[config.mk]
export PLATFORM = sky130hd
export DESIGN_NAME = eth_axis_tx_framer_flat
export DESIGN_NICKNAME = d
export VERILOG_FILES = /design/src/rtl/eth_tx_pkg.sv /design/src/rtl/eth_axis_tx_framer_if.sv /design/src/rtl/eth_crc32_byte.sv /design/src/rtl/eth_axis_tx_framer.sv /design/src/flat_wrapper.sv
export SDC_FILE = /design/constraint.sdc
export NUM_CORES = 1
export LEC_CHECK = 0
export ABC_AREA = 1
export CAP_MARGIN = 20
export CORE_UTILIZATION = 60
export DETAILED_ROUTE_END_ITERATION = 8
export GPL_ROUTABILITY_DRIVEN = 0
export PLACE_DENSITY = 0.81
export REMOVE_ABC_BUFFERS = 1
export SLEW_MARGIN = 20
export SYNTH_ARGS = -nofsm -noshare
export SYNTH_HDL_FRONTEND = slang
export SYNTH_SLANG_ARGS = --single-unit
[constraint.sdc]
create_clock -name clk -period 3.96 [get_ports clk]
set_clock_uncertainty 0.15 [all_clocks]
set_input_delay 0.792 -clock clk [delete_from_list [all_inputs] [get_ports clk]]
set_output_delay 0.792 -clock clk [all_outputs]
set_load 0.05 [all_outputs]
[src/rtl/eth_tx_pkg.sv]
// rtl/eth_tx_pkg.sv - shared state type, Ethernet framing constants and IFG helper
package eth_tx_pkg;

    typedef enum logic [2:0] {
        IDLE,
        PREAMBLE,
        SFD,
        PAYLOAD,
        DRAIN,
        PAD,
        FCS,
        IFG
    } tx_state_t;

    localparam logic [7:0]  ETH_PREAMBLE_BYTE = 8'h55;
    localparam logic [7:0]  ETH_SFD_BYTE      = 8'hD5;
    localparam logic [31:0] ETH_CRC_INIT      = 32'hFFFFFFFF;
    localparam logic [31:0] ETH_CRC_POLY      = 32'hEDB88320;

    // Effective gap in byte slots: the programmed value, never below the floor.
    function automatic logic [7:0] ifg_effective(input logic [7:0] ifg_delay, input int ifg_min);
        logic [7:0] floor_v;
        if (ifg_min <= 0) begin
            floor_v = 8'd0;
        end else if (ifg_min > 255) begin
            floor_v = 8'hFF;
        end else begin
            floor_v = 8'(ifg_min);
        end
        return (ifg_delay > floor_v) ? ifg_delay : floor_v;
    endfunction

endpackage

[src/rtl/eth_axis_tx_framer_if.sv]
// rtl/eth_axis_tx_framer_if.sv - 8-bit AXI-Stream payload bus feeding the TX framer
interface eth_axis_tx_framer_if;

    logic [7:0] tdata;
    logic       tvalid;
    logic       tready;
    logic       tlast;
    logic       tuser;

    modport master (
        output tdata,
        output tvalid,
        output tlast,
        output tuser,
        input  tready
    );

    modport slave (
        input  tdata,
        input  tvalid,
        input  tlast,
        input  tuser,
        output tready
    );

endinterface

[src/rtl/eth_crc32_byte.sv]
// rtl/eth_crc32_byte.sv - combinational IEEE 802.3 CRC32 update by one byte, LSB first
module eth_crc32_byte
    import eth_tx_pkg::*;
(
    input  logic [31:0] crc_in,
    input  logic [7:0]  data,
    output logic [31:0] crc_out
);

    logic [31:0] c;

    always_comb begin
        c = crc_in ^ {24'd0, data};
        for (int i = 0; i < 8; i++) begin
            c = c[0] ? ((c >> 1) ^ ETH_CRC_POLY) : (c >> 1);
        end
        crc_out = c;
    end

endmodule

[src/rtl/eth_axis_tx_framer.sv]
// rtl/eth_axis_tx_framer.sv - AXIS to GMII-style byte framer: preamble, SFD, pad, FCS, IFG
// Optional statistics counters are built when ETH_TX_STATS_EN is defined.
module eth_axis_tx_framer
    import eth_tx_pkg::*;
#(
    parameter int ENABLE_PADDING   = 1,
    parameter int MIN_FRAME_LENGTH = 64,
    parameter int PREAMBLE_LEN     = 7,
    parameter int IFG_MIN          = 12
) (
    input  logic                 clk,
    input  logic                 resetn,
    input  logic                 ce,
    input  logic [7:0]           ifg_delay,
    eth_axis_tx_framer_if.slave  s_axis,
    output logic [7:0]           txd,
    output logic                 tx_en,
    output logic                 tx_er,
    output logic                 start_packet,
    output logic                 error_underflow,
    output logic                 busy
`ifdef ETH_TX_STATS_EN
    ,
    output logic [31:0]          stat_frames,
    output logic [31:0]          stat_bytes,
    output logic [15:0]          stat_errors
`endif
);

    localparam logic [15:0] PAD_TARGET = (MIN_FRAME_LENGTH > 4) ? 16'(MIN_FRAME_LENGTH - 4) : 16'd0;
    localparam logic [2:0]  PRE_LAST   = 3'(PREAMBLE_LEN - 1);
    localparam bit          PAD_EN     = (ENABLE_PADDING != 0);

    tx_state_t   state_q;
    logic [15:0] count_q;
    logic [2:0]  pre_cnt_q;
    logic [1:0]  fcs_idx_q;
    logic [7:0]  ifg_cnt_q;
    logic [31:0] crc_q;
    logic [7:0]  txd_q;
    logic        tx_en_q;
    logic        tx_er_q;
    logic        start_q;
    logic        underflow_q;

    logic [15:0] count_inc;
    logic [7:0]  crc_data;
    logic [31:0] crc_d;
    logic [31:0] fcs_word;
    logic [7:0]  gap_load;

`ifdef ETH_TX_STATS_EN
    logic [31:0] stat_frames_q;
    logic [31:0] stat_bytes_q;
    logic [15:0] stat_errors_q;
`endif

    assign count_inc     = (count_q == 16'hFFFF) ? count_q : count_q + 16'd1;
    assign crc_data      = (state_q == PAD) ? 8'h00 : s_axis.tdata;
    assign fcs_word      = ~crc_q;
    assign gap_load      = ifg_effective(ifg_delay, IFG_MIN);
    assign s_axis.tready = ce & ((state_q == PAYLOAD) | (state_q == DRAIN));

    eth_crc32_byte u_crc (
        .crc_in  (crc_q),
        .data    (crc_data),
        .crc_out (crc_d)
    );

    always_ff @(posedge clk or negedge resetn) begin
        if (!resetn) begin
            state_q     <= IDLE;
            count_q     <= 16'd0;
            pre_cnt_q   <= 3'd0;
            fcs_idx_q   <= 2'd0;
            ifg_cnt_q   <= 8'd0;
            crc_q       <= ETH_CRC_INIT;
            txd_q       <= 8'h00;
            tx_en_q     <= 1'b0;
            tx_er_q     <= 1'b0;
            start_q     <= 1'b0;
            underflow_q <= 1'b0;
`ifdef ETH_TX_STATS_EN
            stat_frames_q <= 32'd0;
            stat_bytes_q  <= 32'd0;
            stat_errors_q <= 16'd0;
`endif
        end else begin
            start_q     <= 1'b0;
            underflow_q <= 1'b0;
            if (ce) begin
                case (state_q)
                    IDLE: begin
                        txd_q   <= 8'h00;
                        tx_en_q <= 1'b0;
                        tx_er_q <= 1'b0;
                        if (s_axis.tvalid) begin
                            state_q   <= PREAMBLE;
                            start_q   <= 1'b1;
                            pre_cnt_q <= 3'd0;
                        end
                    end
                    PREAMBLE: begin
                        txd_q   <= ETH_PREAMBLE_BYTE;
                        tx_en_q <= 1'b1;
                        tx_er_q <= 1'b0;
                        if (pre_cnt_q == PRE_LAST) begin
                            state_q <= SFD;
                        end else begin
                            pre_cnt_q <= pre_cnt_q + 3'd1;
                        end
                    end
                    SFD: begin
                        txd_q   <= ETH_SFD_BYTE;
                        tx_en_q <= 1'b1;
                        tx_er_q <= 1'b0;
                        crc_q   <= ETH_CRC_INIT;
                        count_q <= 16'd0;
                        state_q <= PAYLOAD;
                    end
                    PAYLOAD: begin
                        tx_en_q <= 1'b1;
                        if (s_axis.tvalid) begin
                            txd_q   <= s_axis.tdata;
                            tx_er_q <= 1'b0;
                            crc_q   <= crc_d;
                            count_q <= count_inc;
                            if (s_axis.tlast) begin
                                if (s_axis.tuser) begin
                                    tx_er_q   <= 1'b1;
                                    ifg_cnt_q <= gap_load;
                                    state_q   <= IFG;
`ifdef ETH_TX_STATS_EN
                                    stat_errors_q <= stat_errors_q + 16'd1;
`endif
                                end else if (PAD_EN && (count_inc < PAD_TARGET)) begin
                                    state_q <= PAD;
                                end else begin
                                    fcs_idx_q <= 2'd0;
                                    state_q   <= FCS;
                                end
                            end
                        end else begin
                            // Source starved mid-frame: poison this slot, then discard the rest.
                            txd_q       <= 8'h00;
                            tx_er_q     <= 1'b1;
                            underflow_q <= 1'b1;
                            state_q     <= DRAIN;
`ifdef ETH_TX_STATS_EN
                            stat_errors_q <= stat_errors_q + 16'd1;
`endif
                        end
                    end
                    DRAIN: begin
                        txd_q   <= 8'h00;
                        tx_en_q <= 1'b0;
                        tx_er_q <= 1'b0;
                        if (s_axis.tvalid && s_axis.tlast) begin
                            ifg_cnt_q <= gap_load;
                            state_q   <= IFG;
                        end
                    end
                    PAD: begin
                        txd_q   <= 8'h00;
                        tx_en_q <= 1'b1;
                        tx_er_q <= 1'b0;
                        crc_q   <= crc_d;
                        count_q <= count_inc;
                        if (count_inc >= PAD_TARGET) begin
                            fcs_idx_q <= 2'd0;
                            state_q   <= FCS;
                        end
                    end
                    FCS: begin
                        txd_q     <= fcs_word[{fcs_idx_q, 3'b000} +: 8];
                        tx_en_q   <= 1'b1;
                        tx_er_q   <= 1'b0;
                        fcs_idx_q <= fcs_idx_q + 2'd1;
                        if (fcs_idx_q == 2'd3) begin
                            ifg_cnt_q <= gap_load;
                            state_q   <= IFG;
`ifdef ETH_TX_STATS_EN
                            stat_frames_q <= stat_frames_q + 32'd1;
                            stat_bytes_q  <= stat_bytes_q + {16'd0, count_q} + 32'd4;
`endif
                        end
                    end
                    IFG: begin
                        txd_q   <= 8'h00;
                        tx_en_q <= 1'b0;
                        tx_er_q <= 1'b0;
                        // The IDLE slot that launches the next frame is the final gap slot.
                        if (ifg_cnt_q <= 8'd2) begin
                            state_q <= IDLE;
                        end else begin
                            ifg_cnt_q <= ifg_cnt_q - 8'd1;
                        end
                    end
                    default: begin
                        state_q <= IDLE;
                    end
                endcase
            end
        end
    end

    assign txd             = txd_q;
    assign tx_en           = tx_en_q;
    assign tx_er           = tx_er_q;
    assign start_packet    = start_q;
    assign error_underflow = underflow_q;
    assign busy            = (state_q != IDLE);

`ifdef ETH_TX_STATS_EN
    assign stat_frames = stat_frames_q;
    assign stat_bytes  = stat_bytes_q;
    assign stat_errors = stat_errors_q;
`endif

endmodule

[src/flat_wrapper.sv]
// flat-port wrapper written by rule: the top's interface ports become plain ports
module eth_axis_tx_framer_flat import eth_tx_pkg::*;
#(
    parameter int ENABLE_PADDING   = 1,
    parameter int MIN_FRAME_LENGTH = 64,
    parameter int PREAMBLE_LEN     = 7,
    parameter int IFG_MIN          = 12
)
  (clk, resetn, ce, ifg_delay, txd, tx_en, tx_er, start_packet, error_underflow, busy, s_axis_tdata, s_axis_tvalid, s_axis_tlast, s_axis_tuser, s_axis_tready);
  eth_axis_tx_framer_if s_axis_i ();
  input  logic clk;
  input  logic resetn;
  input  logic ce;
  input  logic [7:0] ifg_delay;
  output logic [7:0] txd;
  output logic tx_en;
  output logic tx_er;
  output logic start_packet;
  output logic error_underflow;
  output logic busy;
  input wire logic [$bits(s_axis_i.tdata)-1:0] s_axis_tdata;
  input wire logic [$bits(s_axis_i.tvalid)-1:0] s_axis_tvalid;
  input wire logic [$bits(s_axis_i.tlast)-1:0] s_axis_tlast;
  input wire logic [$bits(s_axis_i.tuser)-1:0] s_axis_tuser;
  output wire logic [$bits(s_axis_i.tready)-1:0] s_axis_tready;
  assign s_axis_i.tdata = s_axis_tdata;
  assign s_axis_i.tvalid = s_axis_tvalid;
  assign s_axis_i.tlast = s_axis_tlast;
  assign s_axis_i.tuser = s_axis_tuser;
  assign s_axis_tready = s_axis_i.tready;
  eth_axis_tx_framer #(.ENABLE_PADDING(ENABLE_PADDING), .MIN_FRAME_LENGTH(MIN_FRAME_LENGTH), .PREAMBLE_LEN(PREAMBLE_LEN), .IFG_MIN(IFG_MIN)) u_core (.clk(clk), .resetn(resetn), .ce(ce), .ifg_delay(ifg_delay), .s_axis(s_axis_i), .txd(txd), .tx_en(tx_en), .tx_er(tx_er), .start_packet(start_packet), .error_underflow(error_underflow), .busy(busy));
endmodule
==> impl_metrics.csv <==
group,metric,value,unit
min_path,min_to,"u_core.crc_q[24]$_DFFE_PN1P_",
final_layout,regArea,1940,µm²
final_layout,stdcell_count,926,
detailed_routing,drcViolationCount,0,
synthesis,area_leaders,"dfrtp_1 (20%), dfstp_2 (15%), nand2_1 (15%)",
final_timing,timing.fmax,284,MHz
final_timing,slew_violations,0,
setup_path,endpoint,"s_axis_tready",
floorplan,die_h,97.4,µm
detailed_routing,ant_nets,0,
setup_path,rr_worst_depth,14,
setup_path,crit_type,"in2out",
status,status,"completed",
min_path,hold_class,"reg2reg",
place,place_ws,0.443,ns
floorplan,die_w,97.4,µm
detailed_routing,viasPerCell,5.68,
cts,cts_buffer_depth,2,
floorplan,die_area,9480,µm²
synthesis,ys_sh_simple,28.9,%
final_timing,tightestPinTransition,0.943,ns
global_route,grt_max_degree,77,
detailed_routing,dr_wl_met3,879,µm
-- worst max-delay path, stage by stage --
cell             delay, ns
clkdlybuf4s50_1       0.73
nand2_1               0.17
nand2_1               0.09
clkdlybuf4s50_1       0.79
-- power by group --
| part | total [W] | switching [W] | leakage, nW | internal [W] |
|---|---|---|---|---|
| combinational | 0.00308 | 0.00200 | 1.95 | 0.00108 |
| clock | 0.000597 | 0.000289 | 0.0974 | 0.000308 |
| sequential | 0.00156 | 0.000356 | 0.910 | 0.00120 |
-- registers in the layout (all words and copies together) (netlist names) --
| signal | flops |
|---|---|
| u_core.count_q | 16 |
| u_core.crc_q | 32 |
| u_core.error_underflow | 1 |
| u_core.fcs_idx_q | 2 |
| u_core.ifg_cnt_q | 8 |
| u_core.pre_cnt_q | 3 |
| u_core.start_packet | 1 |
| u_core.state_q | 3 |
| u_core.tx_en | 1 |
| u_core.tx_er | 1 |
| u_core.txd | 8 |
-- layout by cell type, fill, tap and decap left out, drive strengths merged --
master	count
nor4	2
o211ai	4
a31oi	6
xor2	46
o311ai	1
bufinv	1
buf	8
o22ai	24
nand2	228
or2	4
nand3	43
dfrtp	44
a211oi	1
nand2b	1
a22oi	1
clkbuf	13
nand3b	1
ha	6
dfstp	32
o21ai	56
a21oi	23
nor3	3
nor2	90
o31ai	3
clkinv	3
xnor2	11
a21o	1
nand4	9
o2111ai	1
inv	112
o221ai	3
a32o	3
clkdlybuf4s50	34
-- layout make-up --
class                   count  area share [%]
well taps                 108            2.21
repair buffers             42            6.55
multi-input cells         571            49.4
inverters                 113            6.94
clock inverters             3           0.655
clock buffers              13            2.44
flip-flops and latches     76            31.8
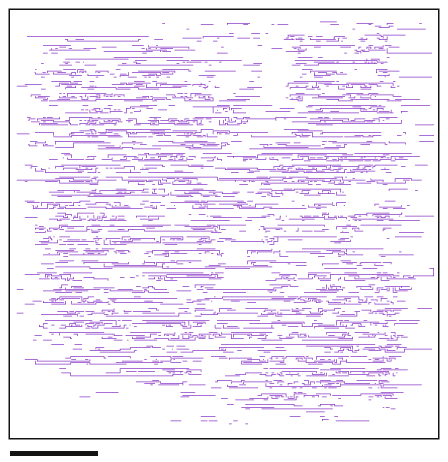
(images/layer_met1.png)
Scale bar: 20 µm.
The longest straight run is 35.0 µm. 784 nets have wire on it. The layer carries 5740 µm of wire. The wires run mostly horizontal. The layer holds 41% of the routed length.
GR Util met1: 37.7%
vias after detailed routing: 5257
WL final: 14100 µm

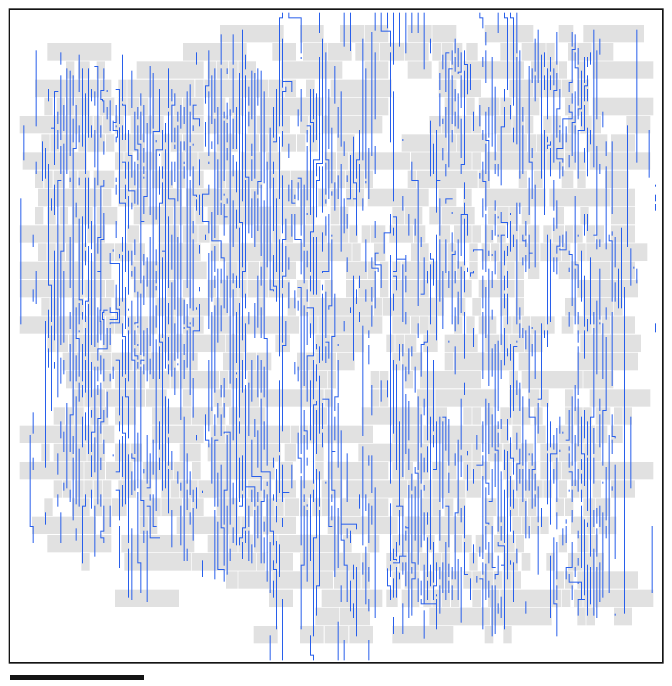
(images/layer_met2.png)
Scale bar: 20 µm. Cells faint in the background.
The layer carries 7010 µm of wire. The layer holds 50% of the routed length. The wires run mostly vertical. The longest straight run is 48.6 µm.
met2 Use GR: 52.4%

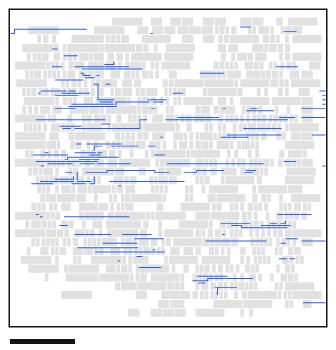
(images/layer_met3.png)
Scale bar: 20 µm. Cells faint in the background.
The longest straight run is 37.5 µm. The layer carries 879 µm of wire.
met3 Use GR: 4.39%

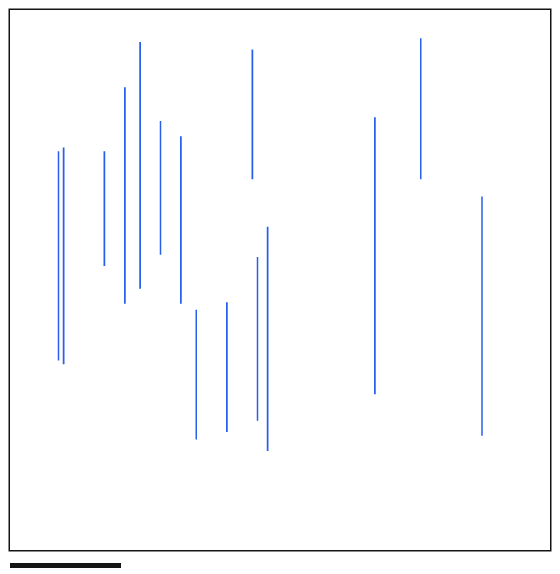
(images/layer_met4.png)
Scale bar: 20 µm.
13 nets have wire on it. The wires run mostly vertical. The layer carries 490 µm of wire. The longest straight run is 49.6 µm.

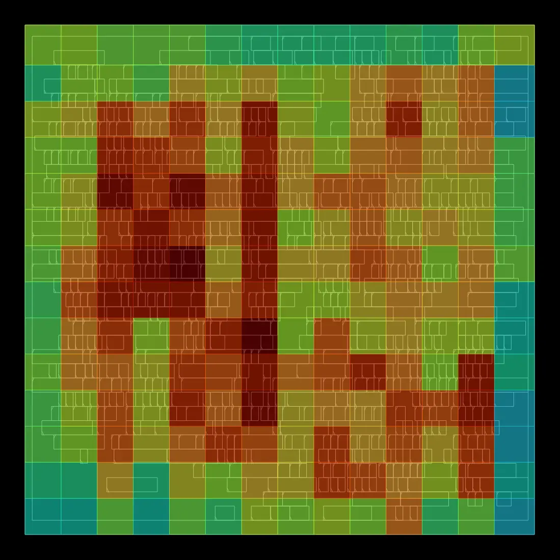
(images/congestion.png)
DR WL/cell: 15.3 µm
All-Layer GR Usage: 30.7%
Post-Route Utilization: 69.7%
GRT Max-Usage Layer: met2

No activity file was given, so power comes from the tool's default toggle rates.
